File: config.mk
export PLATFORM = sky130hd
export DESIGN_NAME = audio_sample_frontend
export DESIGN_NICKNAME = d
export VERILOG_FILES = /design/src/rtl/audio_sample_frontend.sv
export SDC_FILE = /design/constraint.sdc
export NUM_CORES = 1
export LEC_CHECK = 0
export CORE_ASPECT_RATIO = 0.75
export CORE_MARGIN = 4
export CORE_UTILIZATION = 40
export DETAILED_ROUTE_END_ITERATION = 8
export PLACE_DENSITY = 0.54
export SYNTH_ARGS = -nofsm -noshare
export SYNTH_HDL_FRONTEND = slang
export SYNTH_SLANG_ARGS = --single-unit
File: constraint.sdc
create_clock -name clk -period 9.7 [get_ports clk]
set_clock_uncertainty 0.2 [all_clocks]
set_input_delay 2.91 -clock clk [delete_from_list [all_inputs] [get_ports clk]]
set_output_delay 2.91 -clock clk [all_outputs]
set_load 0.03 [all_outputs]
File: src/rtl/audio_sample_frontend.sv
// Codec-to-DFT sample front end: one-shot capture FSM, N-channel mix, gain shift with
// saturation, show-ahead output FIFO, decaying peak meter and clip/overflow status.
module audio_sample_frontend #(
  parameter int IN_WIDTH    = 24,
  parameter int OUT_WIDTH   = 16,
  parameter int CHANNELS    = 2,
  parameter int FIFO_DEPTH  = 8,
  parameter int METER_WIDTH = 10,
  parameter int DECAY_SHIFT = 4,
  parameter int CNT_WIDTH   = 8,
  localparam int SEL_W      = (CHANNELS > 1) ? $clog2(CHANNELS) : 1
) (
  input  logic                         clk,
  input  logic                         rst,
  input  logic                         codecReadReady,
  output logic                         codecRead,
  input  logic [CHANNELS*IN_WIDTH-1:0] codecData,
  input  logic [1:0]                   mixMode,
  input  logic [SEL_W-1:0]             channelSel,
  input  logic [4:0]                   gainShift,
  output logic                         sampleReady,
  input  logic                         doingRead,
  output logic [OUT_WIDTH-1:0]         outSample,
  output logic [METER_WIDTH-1:0]       levelMeter,
  output logic                         clipFlag,
  input  logic                         clipClear,
  output logic [CNT_WIDTH-1:0]         overflowCount
);

  localparam int CW     = $clog2(CHANNELS);
  localparam int MW     = IN_WIDTH + CW + 1;
  localparam int AW     = $clog2(FIFO_DEPTH);
  localparam int MSHIFT = OUT_WIDTH - 1 - METER_WIDTH;
  localparam logic signed [MW-1:0] SMAX = {{(MW-OUT_WIDTH+1){1'b0}}, {(OUT_WIDTH-1){1'b1}}};
  localparam logic signed [MW-1:0] SMIN = ~SMAX;
  localparam logic [OUT_WIDTH-1:0] SAT_MAX = {1'b0, {(OUT_WIDTH-1){1'b1}}};
  localparam logic [OUT_WIDTH-1:0] SAT_MIN = {1'b1, {(OUT_WIDTH-1){1'b0}}};

  typedef enum logic {IDLE, WAIT_LOW} state_t;
  state_t state_q, state_d;

  always_ff @(posedge clk or negedge rst) begin
    if (!rst) state_q <= IDLE;
    else      state_q <= state_d;
  end

  always_comb begin
    state_d = state_q;
    case (state_q)
      IDLE:     if (codecReadReady)  state_d = WAIT_LOW;
      WAIT_LOW: if (!codecReadReady) state_d = IDLE;
      default:  state_d = IDLE;
    endcase
  end

  // Gated by rst so the strobe stays low while reset is held with ready high.
  always_comb begin
    codecRead = rst && (state_q == IDLE) && codecReadReady;
  end

  logic [CHANNELS*IN_WIDTH-1:0] cap_q;
  logic                         cap_v_q;
  logic signed [MW-1:0]         sum_c, one_c, ext_c, mix_d, mix_q;
  logic                         mix_v_q;

  always_comb begin
    sum_c = '0;
    one_c = {{(MW-IN_WIDTH){cap_q[IN_WIDTH-1]}}, cap_q[IN_WIDTH-1:0]};
    for (int unsigned c = 0; c < CHANNELS; c++) begin
      ext_c = {{(MW-IN_WIDTH){cap_q[c*IN_WIDTH+IN_WIDTH-1]}}, cap_q[c*IN_WIDTH +: IN_WIDTH]};
      sum_c = sum_c + ext_c;
      if (SEL_W'(c) == channelSel) one_c = ext_c;
    end
    case (mixMode)
      2'd0:    mix_d = sum_c;
      2'd1:    mix_d = sum_c >>> CW;
      2'd2:    mix_d = one_c;
      default: mix_d = '0;
    endcase
  end

  always_ff @(posedge clk or negedge rst) begin
    if (!rst) begin
      cap_q   <= '0;
      cap_v_q <= 1'b0;
      mix_q   <= '0;
      mix_v_q <= 1'b0;
    end else begin
      cap_v_q <= codecRead;
      if (codecRead) cap_q <= codecData;
      mix_v_q <= cap_v_q;
      if (cap_v_q) mix_q <= mix_d;
    end
  end

  logic signed [MW-1:0]   shifted_c;
  logic [OUT_WIDTH-1:0]   sat_c, mag_c;
  logic                   clip_c;

  always_comb begin
    shifted_c = mix_q >>> gainShift;
    clip_c    = 1'b1;
    if (shifted_c > SMAX)      sat_c = SAT_MAX;
    else if (shifted_c < SMIN) sat_c = SAT_MIN;
    else begin
      sat_c  = shifted_c[OUT_WIDTH-1:0];
      clip_c = 1'b0;
    end
    if (sat_c == SAT_MIN)          mag_c = SAT_MAX;
    else if (sat_c[OUT_WIDTH-1])   mag_c = -sat_c;
    else                           mag_c = sat_c;
  end

  logic [OUT_WIDTH-1:0]   mem_q [FIFO_DEPTH];
  logic [AW-1:0]          wr_ptr_q, wr_ptr_d, rd_ptr_q, rd_ptr_d;
  logic [AW:0]            count_q, count_d;
  logic [CNT_WIDTH-1:0]   ovf_q, ovf_d;
  logic [METER_WIDTH-1:0] level_q, level_d, m_c, decay_c;
  logic                   clip_q, clip_d;
  logic                   push, pop, full, empty, wr_en;

  always_comb begin
    push     = mix_v_q;
    empty    = (count_q == '0);
    full     = (count_q == (AW+1)'(FIFO_DEPTH));
    pop      = doingRead && !empty;
    wr_en    = push && (!full || pop);
    wr_ptr_d = wr_en ? wr_ptr_q + AW'(1) : wr_ptr_q;
    rd_ptr_d = pop   ? rd_ptr_q + AW'(1) : rd_ptr_q;
    count_d  = count_q;
    if (wr_en && !pop)      count_d = count_q + (AW+1)'(1);
    else if (pop && !wr_en) count_d = count_q - (AW+1)'(1);
    ovf_d = ovf_q;
    if (push && full && !pop && !(&ovf_q)) ovf_d = ovf_q + CNT_WIDTH'(1);
    // Meter moves on every stage-2 sample, including those dropped on a full FIFO.
    m_c     = METER_WIDTH'(mag_c >> MSHIFT);
    decay_c = level_q - (level_q >> DECAY_SHIFT);
    level_d = level_q;
    if (push) level_d = (m_c > decay_c) ? m_c : decay_c;
    clip_d = clip_q;
    if (clipClear)            clip_d = 1'b0;
    else if (push && clip_c)  clip_d = 1'b1;
  end

  always_ff @(posedge clk) begin
    if (wr_en) mem_q[wr_ptr_q] <= sat_c;
  end

  always_ff @(posedge clk or negedge rst) begin
    if (!rst) begin
      wr_ptr_q <= '0;
      rd_ptr_q <= '0;
      count_q  <= '0;
      ovf_q    <= '0;
      level_q  <= '0;
      clip_q   <= 1'b0;
    end else begin
      wr_ptr_q <= wr_ptr_d;
      rd_ptr_q <= rd_ptr_d;
      count_q  <= count_d;
      ovf_q    <= ovf_d;
      level_q  <= level_d;
      clip_q   <= clip_d;
    end
  end

  assign sampleReady   = !empty;
  assign outSample     = empty ? '0 : mem_q[rd_ptr_q];
  assign levelMeter    = level_q;
  assign clipFlag      = clip_q;
  assign overflowCount = ovf_q;

endmodule

==> run_1/registers.png <==
Other sequential cells in the stronger grey, the rest of the logic in the fainter grey.
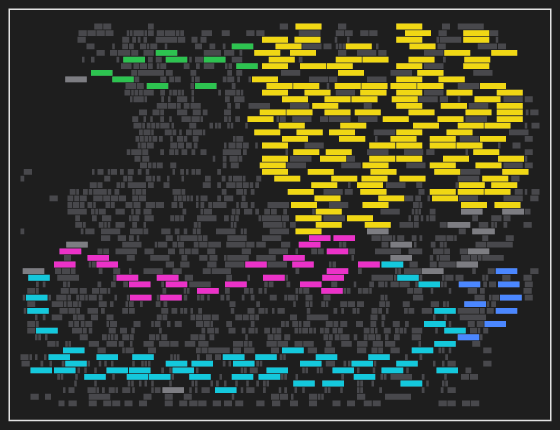
netlist name	colour	placed flops
levelMeter	green	10
overflowCount	blue	8
cap_q	cyan	48
mem_q	yellow	128
mix_q	magenta	25

==> run_1/final_clocks.png <==
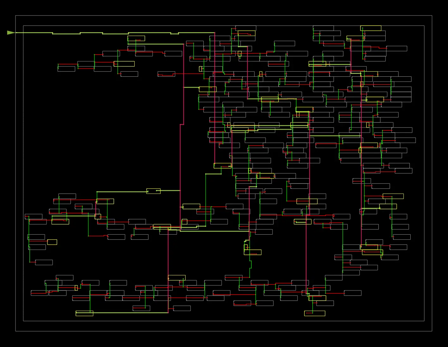
clkbuf count: 31
clock sinks: 233
seq_cells: 233
Insertion Delay late pin: 0.56 ns
Clock group: 0.00105 W

==> run_1/clock_map.png <==
The bar under the picture is 50 um long.
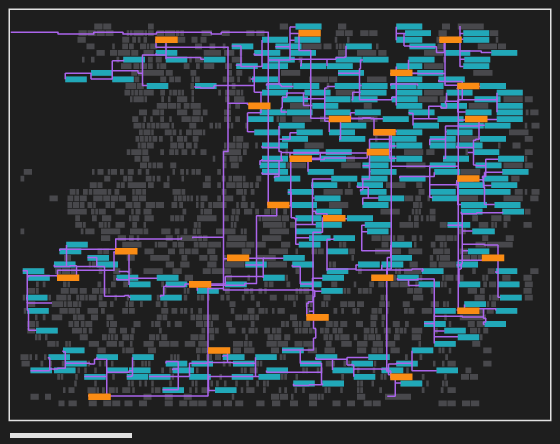
[cells driving clock nets] orange | count: 25
[flip-flops] cyan | count: 233
[clock wires] purple | length: 3290 um
flops lie	all over the die
routed clock nets	26

==> flow_summary_export.csv, run 1 <==
group,metric,value,unit
timing,finalCriticalPeriod,8.11,ns
finish,fin_util,0.475,
cts,cts_root_buffer,"clkbuf_16",
job,warning_count,26,
synth,ys.flops,233,
global_routing,grt_use_met1,0.290,
drt,num_vias,10200,
timing,drv_slew,0,
cts,clk_pin_slew_worst_paths,0.06,ns
setup_path,cpLargestDelayFamily,"simple AND/OR/NAND/NOR gates",
placement,post-place-ws,1.10,ns
timing,hold_viol,0,
setup_path,startpoint,"gainShift[1]",
setup_path,worst-path-buf-inv,2,
global_routing,top_usage_layer,"met1",
setup_path,rr_startpoint,"mix_q[23]",
finish,clk_share,0.0561,
setup_path,cp_num_cells,19,
synth,synth_area,13800,um2
power,p_per_area,264,nW/um2
drt,drt_iter0_markers,874,
timing,relSlewSlack,0.170,
setup_path,start_kind,"input pin",
power,sw_frac_of_total,0.371,
drt,drt_wl_total,34800,um
global_routing,antenna_found_initial,0,
setup_path,setup.reg_to_reg.worst_slack,4.28,ns
synth,top_cells_by_area,"edfxtp_1 (28%), dfrtp_1 (19%), mux4_2 (8.2%)",
cts,numCtsBuffers,25,
timing,rsz0062_at_grt,"no",
power,combPwrFrac,0.422,
finish,seq-cell-share,0.403,
setup_path,path_max_fanout,46,
power,power,0.00424,W
timing,worst_slew_pin_slew,1.23,ns
run_status,outcome,"completed",
worst_hold_path,min_from,"overflowCount[6]",
global_routing,grt_util_met3,0.0253,
placement,gp_congestion,0.922,
## run 1: metal layers
metal,vias up,wire (um)
met4,0,560
li1,4862,-
met2,252,14700
met5,-,0
met1,5064,17600
met3,41,1920
## run 1: state kept, by name, indices dropped and copies added (netlist names)
register       flops
mix_q             25
wr_ptr_q           3
cap_v_q            1
cap_q             48
rd_ptr_q           3
overflowCount      8
mix_v_q            1
clipFlag           1
levelMeter        10
count_q            4
mem_q            128
state_q            1
## run 1: cell families after synthesis
group           count (synthesis)  share of synthesized area
compound gates                279                      0.136
xor+xnor                       46                     0.0293
fa+ha+maj                      49                     0.0462
mux                           134                      0.146
simple gates                  420                      0.137
flops                         233                      0.470
buf+inv                       105                     0.0344
==> run 1 -> run 2 <==
clock period = 7.5 ns   (was 9.7 ns; I/O delays follow)
==> run_2/registers.png <==
Other sequential cells in the stronger grey, the rest of the logic in the fainter grey.
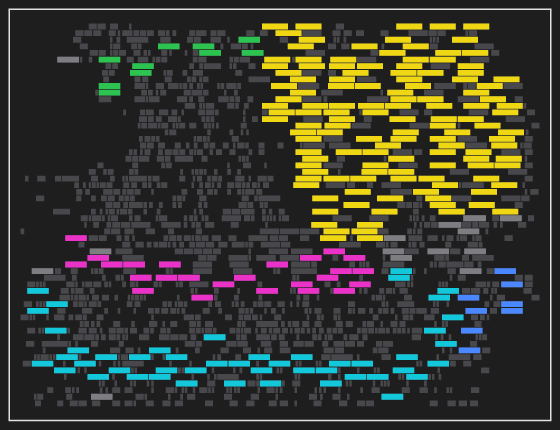
netlist name	colour	placed flops
mem_q	yellow	128
levelMeter	green	10
cap_q	cyan	48
overflowCount	blue	8
mix_q	magenta	25
not coloured	14

==> flow_summary_export.csv, run 2 <==
group,metric,value,unit
run_status,outcome,"completed",
drt,drt_wl_total,34700,um
timing,finalCriticalPeriod,6.87,ns
synth,synthTopLogicFamily,"multiplexers",
finish,largest_reg_flops,128,
power,p_per_area,329,nW/um2
setup_path,path_max_fanout,19,
worst_hold_path,min_from,"overflowCount[7]",
timing,rsz0062_at_grt,"no",
timing,worst_slew_pin_slew,1.10,ns
finish,drive_above_1_share,0.144,
synth,fa_ha_area_frac,0.0462,
synth,top_cells_by_area,"edfxtp_1 (28%), dfrtp_1 (19%), mux4_2 (8.2%)",
setup_path,rr_startpoint,"mix_q[24]",
cts,clkLatencyLatePin,0.53,ns
finish,reg_top3,"mem_q x128, cap_q x48, mix_q x25",
cts,clk_pin_slew_worst_paths,0.07,ns
setup_path,endpoint,"levelMeter[8]",
cts,cts_root_buffer,"clkbuf_16",
setup_path,worst-path-buf-inv,2,
cts,cts.sinks,233,
setup_path,startpoint,"gainShift[0]",
synth,xor_area_frac,0.0293,
synth,ys.flops,233,
cts,numCtsBuffers,24,
drt,drt-vias-per-instance,5.60,
finish,top_register,"mem_q",
floorplan,die-height,169,um
timing,relSlewSlack,0.256,
synth,aoi_share,0.136,
placement,post-place-ws,0.106,ns
synth,floorplan.nets,1376,
synth,ys_sh_mux,0.146,
setup_path,setup.reg_to_reg.worst_slack,2.40,ns
setup_path,cpLargestDelayFamily,"simple AND/OR/NAND/NOR gates",
global_routing,antenna_found_initial,0,
drt,drt_iter0_markers,914,
timing,hold_viol,0,
job,warning_count,26,
synth,top_area_frac,0.279,
timing,drv_slew,0,
setup_path,start_kind,"input pin",
synth,synth_area,13800,um2
synth,ys_sh_simple,0.137,
synth,ys_cells,1266,
## run 2: cell counts after synthesis
No cell type changed its count.
## run 2: report_power, final
group	switching, W	total [W]	internal (W)
clock network	0.000492	0.00115	0.000659
logic	0.00125	0.00233	0.00108
registers	0.000266	0.00184	0.00157
total	0.00201	0.00532	0.00331
## run 2: cell type report
type,count,area [um2],share of cell area
multi-input cells,928,6850,0.423
flip-flops and latches,233,6470,0.400
repair buffers,154,1420,0.0879
clock buffers,28,616,0.0381
well taps,450,563,0.0348
clock inverters,16,141,0.00874
inverters,31,116,0.00719
## run 2: metal layers
| metal | GRT usage | wire length [um] |
|---|---|---|
| met1 | 0.289 | 17500 |
| met2 | 0.276 | 14800 |
| met3 | 0.0288 | 1910 |
| met4 | 0.0310 | 444 |
| met5 | 0 | 0 |
==> run 2 -> run 3 <==
CTS_CLUSTER_SIZE = 8   (was unset)
==> run_3/clock_map.png <==
The bar under the picture is 50 um long.
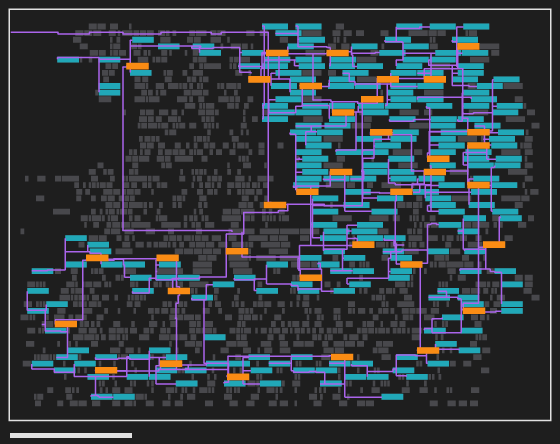
[clock wires] purple | length: 3350 um
[cells driving clock nets] orange | count: 35
[flip-flops] cyan | count: 233
flops lie	all over the die

==> flow_summary_export.csv, run 3 <==
group,metric,value,unit
finish,fin_util,0.487,
synth,fa_ha_area_frac,0.0462,
power,maxPowerGroup,"combinational cells",
finish,drive_above_1_share,0.148,
run_status,outcome,"completed",
cts,cts_root_buffer,"clkbuf_16",
power,powerComb,0.00233,W
timing,finalCriticalPeriod,6.87,ns
power,power,0.00562,W
synth,ys_cells,1266,
timing,worst_slew_pin_slew,1.21,ns
synth,ys_sh_mux,0.146,
cts,numCtsBuffers,35,
synth,synthTopLogicFamily,"multiplexers",
global_routing,antenna_found_initial,0,
synth,top_cells_by_area,"edfxtp_1 (28%), dfrtp_1 (19%), mux4_2 (8.2%)",
power,p_per_area,342,nW/um2
drt,drt_wl_total,35000,um
setup_path,start_kind,"input pin",
timing,relSlewSlack,0.186,
worst_hold_path,min_from,"overflowCount[7]",
synth,xor_area_frac,0.0293,
drt,drt-vias-per-instance,5.63,
drt,drt_iter0_markers,939,
synth,floorplan.nets,1376,
finish,largest_reg_flops,128,
job,warning_count,26,
synth,aoi_share,0.136,
power,combPwrFrac,0.415,
synth,ys_sh_simple,0.137,
power,pwr-share-seq,0.327,
power,switchingPower,0.00207,W
power,intPower,0.00355,W
setup_path,rr_startpoint,"mix_q[24]",
setup_path,worst-path-buf-inv,3,
timing,rsz0062_at_grt,"no",
power,power.share.clock,0.258,
timing,drv_slew,0,
synth,top_area_frac,0.279,
setup_path,path_max_fanout,19,
placement,post-place-ws,0.106,ns
finish,reg_top3,"mem_q x128, cap_q x48, mix_q x25",
==> run 3: cell counts after synthesis <==
Identical to the previous run, type by type.
==> run 3: cell families (layout without fill, tap and decap cells) <==
logic type / after synthesis / count (layout)
compound gates: 279 / 279
xor+xnor: 46 / 46
fa+ha+maj: 49 / 49
buf+inv: 105 / 235
flops: 233 / 233
mux: 134 / 134
simple gates: 420 / 420
==> run 3: area by class of cell <==
type / count / share of cell area
inverter: 31 / 0.00708
multi-input combinational: 928 / 0.417
timing repair buffer: 154 / 0.0865
clock inverter: 4 / 0.00518
tap: 450 / 0.0343
clock buffer: 46 / 0.0564
sequential: 233 / 0.394
==> run 3: metal layers <==
layer	global-route usage	part of all wire
met3	0.0355	0.059
met2	0.278	0.43
met5	0	0
met1	0.287	0.50
met4	0.0415	0.016
Power figures rest on the tool's default switching activity, not on a simulated workload.
